$ cat config.mk
export PLATFORM = sky130hd
export DESIGN_NAME = fifo_sync_flat
export DESIGN_NICKNAME = d
export VERILOG_FILES = /design/src/rtl/fifo_sync_pkg.sv /design/src/rtl/fifo_sync_if.sv /design/src/rtl/fifo_sync_ptr.sv /design/src/rtl/fifo_sync.sv /design/src/flat_wrapper.sv
export SDC_FILE = /design/constraint.sdc
export NUM_CORES = 1
export LEC_CHECK = 0
export CAP_MARGIN = 30
export CORE_MARGIN = 3
export CORE_UTILIZATION = 25
export CTS_CLUSTER_SIZE = 40
export DETAILED_ROUTE_END_ITERATION = 10
export GPL_TIMING_DRIVEN = 0
export PLACE_DENSITY_LB_ADDON = 0.25
export REMOVE_ABC_BUFFERS = 1
export SLEW_MARGIN = 15
export SYNTH_ARGS = -nofsm -noshare
export SYNTH_HDL_FRONTEND = slang
export SYNTH_SLANG_ARGS = --single-unit
$ cat constraint.sdc
create_clock -name i_clock -period 1.8 [get_ports i_clock]
set_input_delay 0.45 -clock i_clock [delete_from_list [all_inputs] [get_ports i_clock]]
set_output_delay 0.45 -clock i_clock [all_outputs]
set_load 0.05 [all_outputs]
$ cat src/rtl/fifo_sync_pkg.sv
`default_nettype none
// ============================================================================
// Module      : fifo_pkg
// Description : Shared sizing helpers and default parameters for fifo_sync.
// Revision    : 1.0 - initial release
// ============================================================================
package fifo_pkg;

  localparam int DEF_DATA_WIDTH = 8;
  localparam int DEF_FIFO_DEPTH = 4;

  // Occupancy counter must represent 0..depth inclusive.
  function automatic int cnt_width(input int depth);
    return $clog2(depth + 1);
  endfunction

  // Pointer addresses 0..depth-1; never narrower than one bit.
  function automatic int ptr_width(input int depth);
    int w;
    w = $clog2(depth);
    return (w < 1) ? 1 : w;
  endfunction

endpackage
`default_nettype wire

$ cat src/rtl/fifo_sync_if.sv
`default_nettype none
// ============================================================================
// Module      : fifo_sync_if
// Description : Write/read handshake, flush and status bundle for fifo_sync.
//               master = producer/consumer side, slave = FIFO side.
// Revision    : 1.0 - initial release
// ============================================================================
interface fifo_sync_if #(
  parameter int DATA_WIDTH = fifo_pkg::DEF_DATA_WIDTH,
  parameter int FIFO_DEPTH = fifo_pkg::DEF_FIFO_DEPTH
) ();

  localparam int CNT_W = fifo_pkg::cnt_width(FIFO_DEPTH);

  logic                  i_flush;
  logic                  i_write_valid;
  logic                  o_write_ready;
  logic [DATA_WIDTH-1:0] i_write_data;
  logic                  o_read_valid;
  logic                  i_read_ready;
  logic [DATA_WIDTH-1:0] o_read_data;
  logic [CNT_W-1:0]      o_count;
  logic                  o_almost_full;
  logic                  o_almost_empty;

  modport master (
    output i_flush, i_write_valid, i_write_data, i_read_ready,
    input  o_write_ready, o_read_valid, o_read_data, o_count,
           o_almost_full, o_almost_empty
  );

  modport slave (
    input  i_flush, i_write_valid, i_write_data, i_read_ready,
    output o_write_ready, o_read_valid, o_read_data, o_count,
           o_almost_full, o_almost_empty
  );

endinterface
`default_nettype wire

$ cat src/rtl/fifo_sync_ptr.sv
`default_nettype none
// ============================================================================
// Module      : fifo_ptr
// Description : Wrapping pointer 0..DEPTH-1 with synchronous clear.
//               Wrap is an explicit compare so any DEPTH works.
// Revision    : 1.0 - initial release
// ============================================================================
module fifo_ptr
  import fifo_pkg::*;
#(
  parameter int DEPTH = DEF_FIFO_DEPTH
) (
  input  wire logic                         i_clock,
  input  wire logic                         i_nreset,
  input  wire logic                         i_clear,
  input  wire logic                         i_inc,
  output logic [ptr_width(DEPTH)-1:0]       o_ptr
);

  localparam int PW = ptr_width(DEPTH);
  localparam logic [PW-1:0] LAST = PW'(DEPTH - 1);

  logic [PW-1:0] ptr_d;
  logic [PW-1:0] ptr_q;

  // Next pointer: clear wins over increment; wrap at the last slot.
  always_comb begin
    ptr_d = ptr_q;
    if (i_clear) begin
      ptr_d = '0;
    end else if (i_inc) begin
      ptr_d = (ptr_q == LAST) ? '0 : ptr_q + 1'b1;
    end
  end

  // Pointer register with synchronous active-low reset.
  always_ff @(posedge i_clock) begin
    if (!i_nreset) begin
      ptr_q <= '0;
    end else begin
      ptr_q <= ptr_d;
    end
  end

  assign o_ptr = ptr_q;

endmodule
`default_nettype wire

$ cat src/rtl/fifo_sync.sv
`default_nettype none
// ============================================================================
// Module      : fifo_sync
// Description : Parametrised synchronous ready/valid FIFO with first-word-
//               fall-through read, occupancy count, almost flags and flush.
// Revision    : 1.0 - initial release
// ============================================================================
module fifo_sync
  import fifo_pkg::*;
#(
  parameter int DATA_WIDTH   = DEF_DATA_WIDTH,
  parameter int FIFO_DEPTH   = DEF_FIFO_DEPTH,
  parameter int AFULL_LEVEL  = FIFO_DEPTH - 1,
  parameter int AEMPTY_LEVEL = 1
) (
  input  wire logic   i_clock,
  input  wire logic   i_nreset,
  fifo_sync_if.slave  bus
);

  localparam int CNT_W = cnt_width(FIFO_DEPTH);
  localparam int PW    = ptr_width(FIFO_DEPTH);

  logic [DATA_WIDTH-1:0] mem_q [FIFO_DEPTH];
  logic [CNT_W-1:0]      count_d;
  logic [CNT_W-1:0]      count_q;
  logic [PW-1:0]         wr_ptr;
  logic [PW-1:0]         rd_ptr;
  logic                  wr_en;
  logic                  rd_en;

  // Ready never looks at i_read_ready: a full FIFO refuses writes even when
  // the head is being popped in the same cycle.
  assign bus.o_write_ready  = (int'(count_q) < FIFO_DEPTH) && !bus.i_flush;
  assign bus.o_read_valid   = (count_q != '0);
  assign bus.o_read_data    = mem_q[rd_ptr];
  assign bus.o_count        = count_q;
  assign bus.o_almost_full  = (int'(count_q) >= AFULL_LEVEL);
  assign bus.o_almost_empty = (int'(count_q) <= AEMPTY_LEVEL);

  assign wr_en = bus.i_write_valid && bus.o_write_ready;
  assign rd_en = bus.o_read_valid && bus.i_read_ready;

  fifo_ptr #(.DEPTH(FIFO_DEPTH)) u_wr_ptr (
    .i_clock  (i_clock),
    .i_nreset (i_nreset),
    .i_clear  (bus.i_flush),
    .i_inc    (wr_en),
    .o_ptr    (wr_ptr)
  );

  fifo_ptr #(.DEPTH(FIFO_DEPTH)) u_rd_ptr (
    .i_clock  (i_clock),
    .i_nreset (i_nreset),
    .i_clear  (bus.i_flush),
    .i_inc    (rd_en),
    .o_ptr    (rd_ptr)
  );

  // Occupancy: flush empties; simultaneous read and write cancel out.
  always_comb begin
    count_d = count_q;
    if (bus.i_flush) begin
      count_d = '0;
    end else if (wr_en && !rd_en) begin
      count_d = count_q + 1'b1;
    end else if (rd_en && !wr_en) begin
      count_d = count_q - 1'b1;
    end
  end

  // Occupancy register with synchronous active-low reset.
  always_ff @(posedge i_clock) begin
    if (!i_nreset) begin
      count_q <= '0;
    end else begin
      count_q <= count_d;
    end
  end

  // Storage is not reset; only accepted writes touch it.
  always_ff @(posedge i_clock) begin
    if (i_nreset && wr_en) begin
      mem_q[wr_ptr] <= bus.i_write_data;
    end
  end

  a_count_bound : assert property (@(posedge i_clock) disable iff (!i_nreset)
    int'(count_q) <= FIFO_DEPTH);
  a_valid_nonempty : assert property (@(posedge i_clock) disable iff (!i_nreset)
    !(bus.o_read_valid && count_q == '0));
  a_no_write_full : assert property (@(posedge i_clock) disable iff (!i_nreset)
    !(wr_en && int'(count_q) == FIFO_DEPTH));

endmodule
`default_nettype wire

$ cat src/flat_wrapper.sv
// flat-port wrapper written by rule: the top's interface ports become plain ports
module fifo_sync_flat import fifo_pkg::*;
#(
  parameter int DATA_WIDTH   = DEF_DATA_WIDTH,
  parameter int FIFO_DEPTH   = DEF_FIFO_DEPTH,
  parameter int AFULL_LEVEL  = FIFO_DEPTH - 1,
  parameter int AEMPTY_LEVEL = 1
)
  (i_clock, i_nreset, bus_i_flush, bus_i_write_valid, bus_i_write_data, bus_i_read_ready, bus_o_write_ready, bus_o_read_valid, bus_o_read_data, bus_o_count, bus_o_almost_full, bus_o_almost_empty);
  fifo_sync_if #(.DATA_WIDTH(DATA_WIDTH), .FIFO_DEPTH(FIFO_DEPTH)) bus_i ();
  input  wire logic i_clock;
  input  wire logic i_nreset;
  input wire logic [$bits(bus_i.i_flush)-1:0] bus_i_flush;
  input wire logic [$bits(bus_i.i_write_valid)-1:0] bus_i_write_valid;
  input wire logic [$bits(bus_i.i_write_data)-1:0] bus_i_write_data;
  input wire logic [$bits(bus_i.i_read_ready)-1:0] bus_i_read_ready;
  output wire logic [$bits(bus_i.o_write_ready)-1:0] bus_o_write_ready;
  output wire logic [$bits(bus_i.o_read_valid)-1:0] bus_o_read_valid;
  output wire logic [$bits(bus_i.o_read_data)-1:0] bus_o_read_data;
  output wire logic [$bits(bus_i.o_count)-1:0] bus_o_count;
  output wire logic [$bits(bus_i.o_almost_full)-1:0] bus_o_almost_full;
  output wire logic [$bits(bus_i.o_almost_empty)-1:0] bus_o_almost_empty;
  assign bus_i.i_flush = bus_i_flush;
  assign bus_i.i_write_valid = bus_i_write_valid;
  assign bus_i.i_write_data = bus_i_write_data;
  assign bus_i.i_read_ready = bus_i_read_ready;
  assign bus_o_write_ready = bus_i.o_write_ready;
  assign bus_o_read_valid = bus_i.o_read_valid;
  assign bus_o_read_data = bus_i.o_read_data;
  assign bus_o_count = bus_i.o_count;
  assign bus_o_almost_full = bus_i.o_almost_full;
  assign bus_o_almost_empty = bus_i.o_almost_empty;
  fifo_sync #(.DATA_WIDTH(DATA_WIDTH), .FIFO_DEPTH(FIFO_DEPTH), .AFULL_LEVEL(AFULL_LEVEL), .AEMPTY_LEVEL(AEMPTY_LEVEL)) u_core (.i_clock(i_clock), .i_nreset(i_nreset), .bus(bus_i));
endmodule
wire_density.png
18 x 18 tiles, from white (low) to dark blue (high), scaled to the fullest tile. Values are wire area over tile area, all layers added.
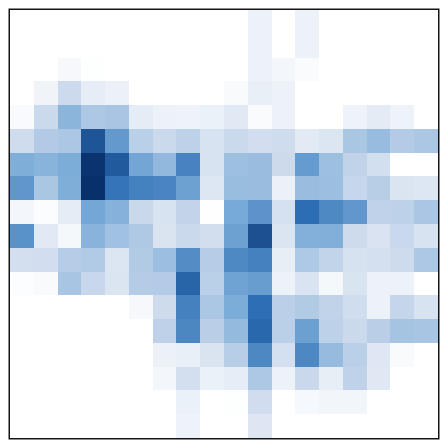
- tiles over half the peak: 11%
- fullest tile: 0.34
- nearly empty tiles: 37%
- mean over tiles: 0.064
- emptiest ninth of the die: bottom left
DR vias: 981
total wire length: 3250 um

zoom.png
Scale bar: 5 um. Region (34, 52) to (54, 72) um. Cells in gray, sequential cells in the stronger gray; small squares are vias.
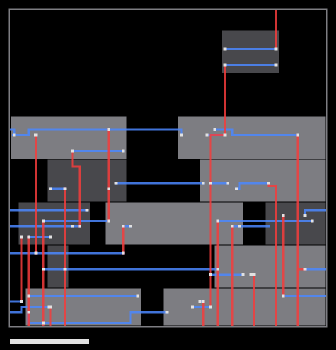
- red: met2
- blue: met1
- sequential cells in the window: 7
- cells with their middle in the window: 11
- most frequent: edfxtp_1 (4), dfxtp_1 (2)
- netlist names of flops here include: u_core.mem_q (4), u_core.u_rd_ptr.o_ptr (2)

gate_families.png
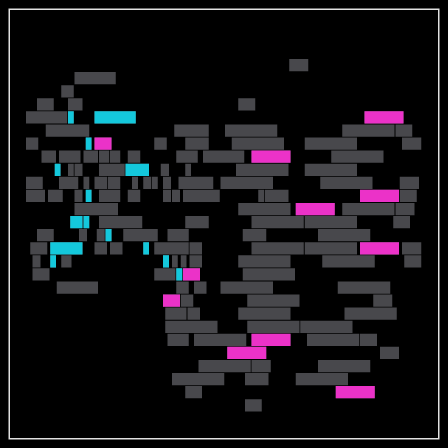
- magenta: multiplexers (cells 11)
- cyan: NOR gates (cells 14; where left middle)

final_clocks.png
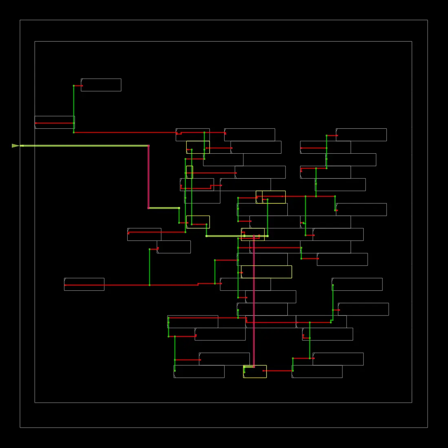
Late-Pin Clk Latency: 0.29 ns
clock skew: 0.00853 ns
clkbuf count: 6
cts bufs inserted: 5
Sink Count: 41

## critical path, stage by stage, from the launching register on
cell	delay, ns
dfxtp_4	0.46
mux4_2	0.55
buf_6	0.17
## power breakdown
part | switching [uW] | internal, uW
sequential | 17.1 | 1030
clock | 302 | 409
combinational | 187 | 154
## cell type report
class / instances / area (um^2)
clock inverter: 2 / 33.8
timing repair buffer: 36 / 340
sequential: 41 / 1160
clock buffer: 6 / 72.6
multi-input combinational: 54 / 602
fill: 636 / 4160
tap: 77 / 96.3
inverter: 7 / 28.8
## flip-flops by register name (all words and copies together) (netlist names), named ones only
register	count
u_core.u_wr_ptr.o_ptr	2
u_core.bus.o_count	3
u_core.mem_q	32
u_core.u_rd_ptr.o_ptr	2
## cell usage in the layout (no fill, tap or decap), types with 2 or more instances in the layout
| cell | instances |
|---|---|
| buf_6 | 10 |
| dlygate4sd2_1 | 2 |
| buf_4 | 10 |
| a21oi_1 | 4 |
| mux2i_1 | 3 |
| o21ai_0 | 3 |
| dfxtp_4 | 4 |
| ha_4 | 3 |
| and3_2 | 4 |
| inv_1 | 4 |
| ha_1 | 7 |
| mux4_2 | 8 |
| edfxtp_1 | 32 |
| inv_2 | 2 |
| clkdlybuf4s50_1 | 12 |
| dfxtp_1 | 4 |
| clkbuf_8 | 5 |
| nor2_1 | 10 |
## cells by family after synthesis
| group | share of synthesized area |
|---|---|
| flops | 0.663 |
| simple gates | 0.0749 |
| mux | 0.122 |
| fa+ha+maj | 0.0799 |
| buf+inv | 0.0269 |
| compound gates | 0.0233 |
| xor+xnor | 0.0102 |
## synthesized netlist by cell type, types with 3 or more instances
cell type / n / area, um^2
o21ai_0: 4 / 20.0
mux4_2: 8 / 180
mux2i_1: 3 / 30.0
and3_1: 4 / 25.0
nor2_1: 10 / 37.5
edfxtp_1: 32 / 961
dfxtp_1: 9 / 180
ha_1: 11 / 138
inv_1: 7 / 26.3
a21oi_1: 4 / 20.0
## metrics by stage
| step | hold WS [ns] | TNS [ns] |
|---|---|---|
| 2_1_floorplan | 0.472 | -3.52 |
| 3_3_place_gp | 0.484 | -18.26 |
| 3_5_place_dp | 0.507 | -19.04 |
| 4_1_cts | 0.519 | -1.06 |
| 5_1_grt | 0.560 | -1.47 |
| 6_report | 0.510 | -0.801 |
## what timing repair did
item,CTS,global route
buffers inserted,3,6
hold buffers,0,0
resized,104,11
endpoints found under the setup margin,50,12
pin swaps,2,4
## worst max-delay path by stage
stage	depth (start not counted)	slack, ns	end
finish	2	-0.12	bus_o_read_data[7]
global route	2	-0.21	bus_o_read_data[7]
CTS	2	-0.15	bus_o_read_data[7]
detailed placement	2	-0.68	bus_o_read_data[7]
global placement	2	-0.67	bus_o_read_data[0]
floorplan	9	-0.81	u_core.bus.o_count[2]
## layer usage
metal | vias up | wire length [um]
li1 | 472 | -
met1 | 478 | 1410
met2 | 27 | 1640
met3 | 4 | 160
met4 | 0 | 42
met5 | - | 0
==> results.cfg <==
; flow metrics
[job]
maxCapViolCount = 0
log.warning_count = 33

[layout]
finalNonFillerCells = 223
nNetsFinal = 169
drive_above_1_share = 0.377
final_util = 0.359
area_delta_synth_final_pct = 35.4
final_design_area_no_fill_um2 = 2330
n_antenna_cell = 0

[global_routing]
grt_util_all_layers = 0.0861
grt_antenna_before_repair = 0
top_usage_layer = met2
grtUsageMet3 = 0.0212
grt_pass1_vias = 969
grt_max_degree = 13
grt.met2_usage = 0.140
overflow = 0
grt_first_pass_wirelength_um = 4950
use_met1 = 0.108

[critical_path]
worstReg2RegStart = u_core.bus.o_count[0]
arrival_ns = 1.47
cp-start-kind = flip-flop
r2r-end = u_core.bus.o_count[2]
reg2reg_depth = 9
rrSetupSlack_ns = 0.07
critical_path_class = reg -> out
crit_required_ns = 1.35
end_kind = primary output
crit_fanout = 8

[placed_design]
pre_cts_slack_ns = -0.677
placed_cell_area_um2 = 2070
hpwl_um = 2160
dp_cells = 206
place_congestion = 0.838
port_buffers = 27

[pwr]
power_uw = 2100
powerDensity_nw_per_um2 = 902
peakVddDrop_v = 0.000320
leakagePower_uw = 0.000840

[detailed_routing]
dr.first_iter.drc_count = 78
firstDrtPassIters = 4
drc = 0
ant_nets = 0
post_drt_wl_per_cell_um = 14.6
vias_per_cell = 4.40

[die]
row_count = 29
die_area_um2 = 7920
die_h_um = 89.0
fp_util = 0.265
fp.dieW_um = 89.0
coreArea_um2 = 6490
pin_count = 28

[logic_synthesis]
yosys_area_um2 = 1720
ys_cells = 105
seq_area_frac_synth = 0.663
async_reset_ff_frac = 0
yosysWarnings = 0
synthesis.area_um2 = 1720
synth_top_flop_cell = edfxtp_1
synth_flops = 41
yosys.cell_types.count = 23
synth-edff-count = 32
syn_inst = 105

[sta]
finalSetupViolCount = 8
max-slew-margin-rel = 0.670
setup_slack_ns = -0.120
fin_crit_ns = 1.92
rsz0062_at_grt = true
hold_violations = 0
clock.fmax_ghz = 0.521
tightest_slew_ns = 0.497
finalMaxSlewViolations = 0
timing.final.crit_share = 1.07

[clock_network]
cts-root-buf = clkbuf_8
cts_tree = yes
cts.path.max_buffers = 2
htreeDepth = 2

[hold_path]
hold_class = reg -> reg
min_path_cells = 2
min-delay-start = u_core.u_rd_ptr.o_ptr[1]

[outcome]
outcome = finished with violations
violations = negative setup slack
No activity file was given, so power comes from the tool's default toggle rates.
